### Placed standard cells

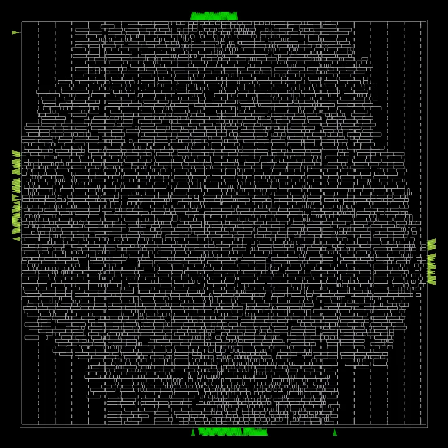
### Nets reached from selected ports

Drawn at 1 px/µm.
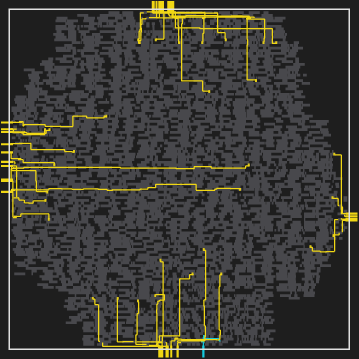
### Metal 1

Drawn at 1.5 px/µm. Supply wires on this layer in gray. Cells faint in the background.
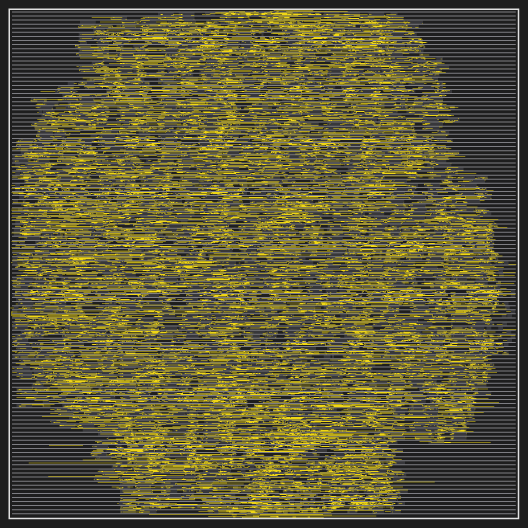
Design param_register_file, sky130hd; sources not shown.
==> impl_metrics.csv <==
group,metric,value,unit
cells_and_area,fillers,8395,
drt,routed.top_layer,"met5",
critical_path,worst_ep_required_time,6730,ps
clocking,cts_buffers,118,
synthesis,synth.cellmix.xorXnorShare,0.00149,
critical_path,rrSetupSlack,4940,ps
timing,grt_setup_unrepaired,"no",
cells_and_area,clk_share,0.0355,
cells_and_area,finalInstanceArea,65100,µm²
drt,drtIter0Drc,6202,
synthesis,top_logic_kind,"multiplexers",
cells_and_area,logic_area,26000,µm²
clocking,clock_latency,790,ps
critical_path,cpMostUsedCell,"clkdlybuf4s50_1",
power_and_ir_drop,clock_net_power,3.06,mW
synthesis,synthesis.area,58900,µm²
power_and_ir_drop,swShare,0.262,
placed_design,dp_hpwl,119000,µm
cells_and_area,flop_area,31500,µm²
clocking,clock_path_buffers,3,
placed_design,place_congestion,0.889,
synthesis,edf_count,1024,
clocking,postCtsSetupRepairBufs,0,
floorplanning,initCoreUtil,0.524,
synthesis,async_reset_ff_frac,0,
cells_and_area,largest_register_ffs,1024,
clocking,cts_resized,0,
critical_path,slowest_stage,"clkdlybuf4s50_1",
synthesis,ys_sh_adder,0.000425,
global_route,grt_max_degree,91,
timing,hold-worst-slack,299,ps
placed_design,dp_slack,538,ps
power_and_ir_drop,power_density,141,nW/µm²
drt,drc,0,
floorplanning,chipArea,115000,µm²
power_and_ir_drop,seq_power_share,0.535,
global_route,busiest_layer,"met2",
cells_and_area,area_growth,10.5,%
cells_and_area,n_sequential_cell,1061,
global_route,track_usage,0.350,
clocking,h-tree-depth,3,
timing,min_period_over_period,0.947,
power_and_ir_drop,pwr-share-comb,0.133,
timing,max_freq,0.107,GHz
synthesis,ys_seq_frac,0.535,
synthesis,ys_types,64,
global_route,grt_pass1_wl,286000,µm
global_route,grt_pass1_vias,39000,
critical_path,cp-start-kind,"primary input",
power_and_ir_drop,p_seq,4.91,mW
power_and_ir_drop,ir_drop,124,µV
critical_path,worstSetupEndpointType,"output port",
synthesis,yosysWarnings,0,
synthesis,fp_nets,3611,
cells_and_area,buf_share,0.0500,
timing,relSlewSlack,0.0392,
synthesis,mux_area_frac,0.331,
critical_path,cp_max_fo,31,
power_and_ir_drop,power.switching,2.41,mW
run,warnings,27,
synthesis,top_area_cell,"edfxtp_1",
global_route,grt_remaining_overflow,0,
timing,period_minus_slack,9370,ps
critical_path,reg2reg_depth,7,
synthesis,synth_flops,1061,
status,status,"complete, no violations",
floorplanning,dieWidth,339,µm
synthesis,flop_cell,"edfxtp_1",
min_path,min_path_type,"flip-flop to flip-flop",
floorplanning,die_h,339,µm
synthesis,synthTopCellsByArea,"edfxtp_1, mux4_2, mux2i_1, o221ai_1, dfxtp_1",
critical_path,cp.arrival,6200,ps
cells_and_area,nMultiInputCombCells,2116,
drt,wl_per_cell,38.5,µm
timing,tns,0,ps
synthesis,synth_dominant_cell_count,"edfxtp_1",
critical_path,path_depth,8,
critical_path,critical_path_class,"primary input to output port",
synthesis,yosysChipArea,58900,µm²
cells_and_area,inverters_excl_clock,38,
synthesis,syn_inst,3546,
timing,setup_slack,525,ps
synthesis,simple_gate_area_frac,0.0438,
power_and_ir_drop,internal_power,6.78,mW
cells_and_area,mostFrequentLayoutCells,"edfxtp_1, mux4_2, mux2i_1",
cells_and_area,largest_cell_class,"sequential cells",
drt,ant_nets,0,
min_path,hold_path_depth,2,
synthesis,synthDominantCellAreaShare,0.522,
power_and_ir_drop,finalPower,9.19,mW
cells_and_area,signal_buffers,306,
drt,drtPass1Iterations,6,
cells_and_area,final_cells,5223,
cells_and_area,insertedDiodeCount,3,
cells_and_area,drive_gt1_frac,0.290,
drt,wl_met3,26700,µm
synthesis,synthTopCellsByCount,"edfxtp_1, mux4_2, mux2i_1",
cells_and_area,nNetsFinal,3706,
critical_path,crit_family,"buffers and inverters",
timing,worst_pin_slew,1440,ps
critical_path,worstPathCellList,"clkdlybuf4s50_1 -> xnor2_1 -> nand3_1 -> o311ai_4 -> buf_4 -> nor3_1 -> a211o_1 -> clkdlybuf4s50_1",
clocking,cts_root_buf,"clkbuf_8",
clocking,ctsHoldBuffers,0,
cells_and_area,layout_top_cell,"edfxtp_1",
global_route,antenna_found_initial,10,
timing,finalHoldViolations,0,
power_and_ir_drop,power-top-group,"registers",
global_route,grtUsageMet3,0.0905,
timing,slew_viol_final,0,
run,cap_violations,0,
synthesis,syn_area_per_cell,16.6,µm²
Back to the opening pictures, 'Placed standard cells':
flop share of the area: 0.484
Tap Cells: 1500
FP Rows: 123
Core Footprint: 112000 µm²
Post-Route Utilization: 0.579

Back to the opening pictures, 'Nets reached from selected ports':
port	color	direction	edge	end cells	buffers	wire
dbg_data	yellow	output	10 top, 10 left, 8 bottom, 4 right	32	32	3070 µm
ready	cyan	output	bottom	1	1	32.6 µm
number of I/O port buffers: 161
total I/O pin count: 162

Back to the opening pictures, 'Metal 1':
main direction	horizontal
wire length on this layer	70.0 mm
longest straight run	81.9 µm
nets with wire on the layer	3561
share of all routed wire	35%
grt met1 use: 0.464
Total Wirelength: 201000 µm
via count: 39900

Power and IR drop assume default switching activity.
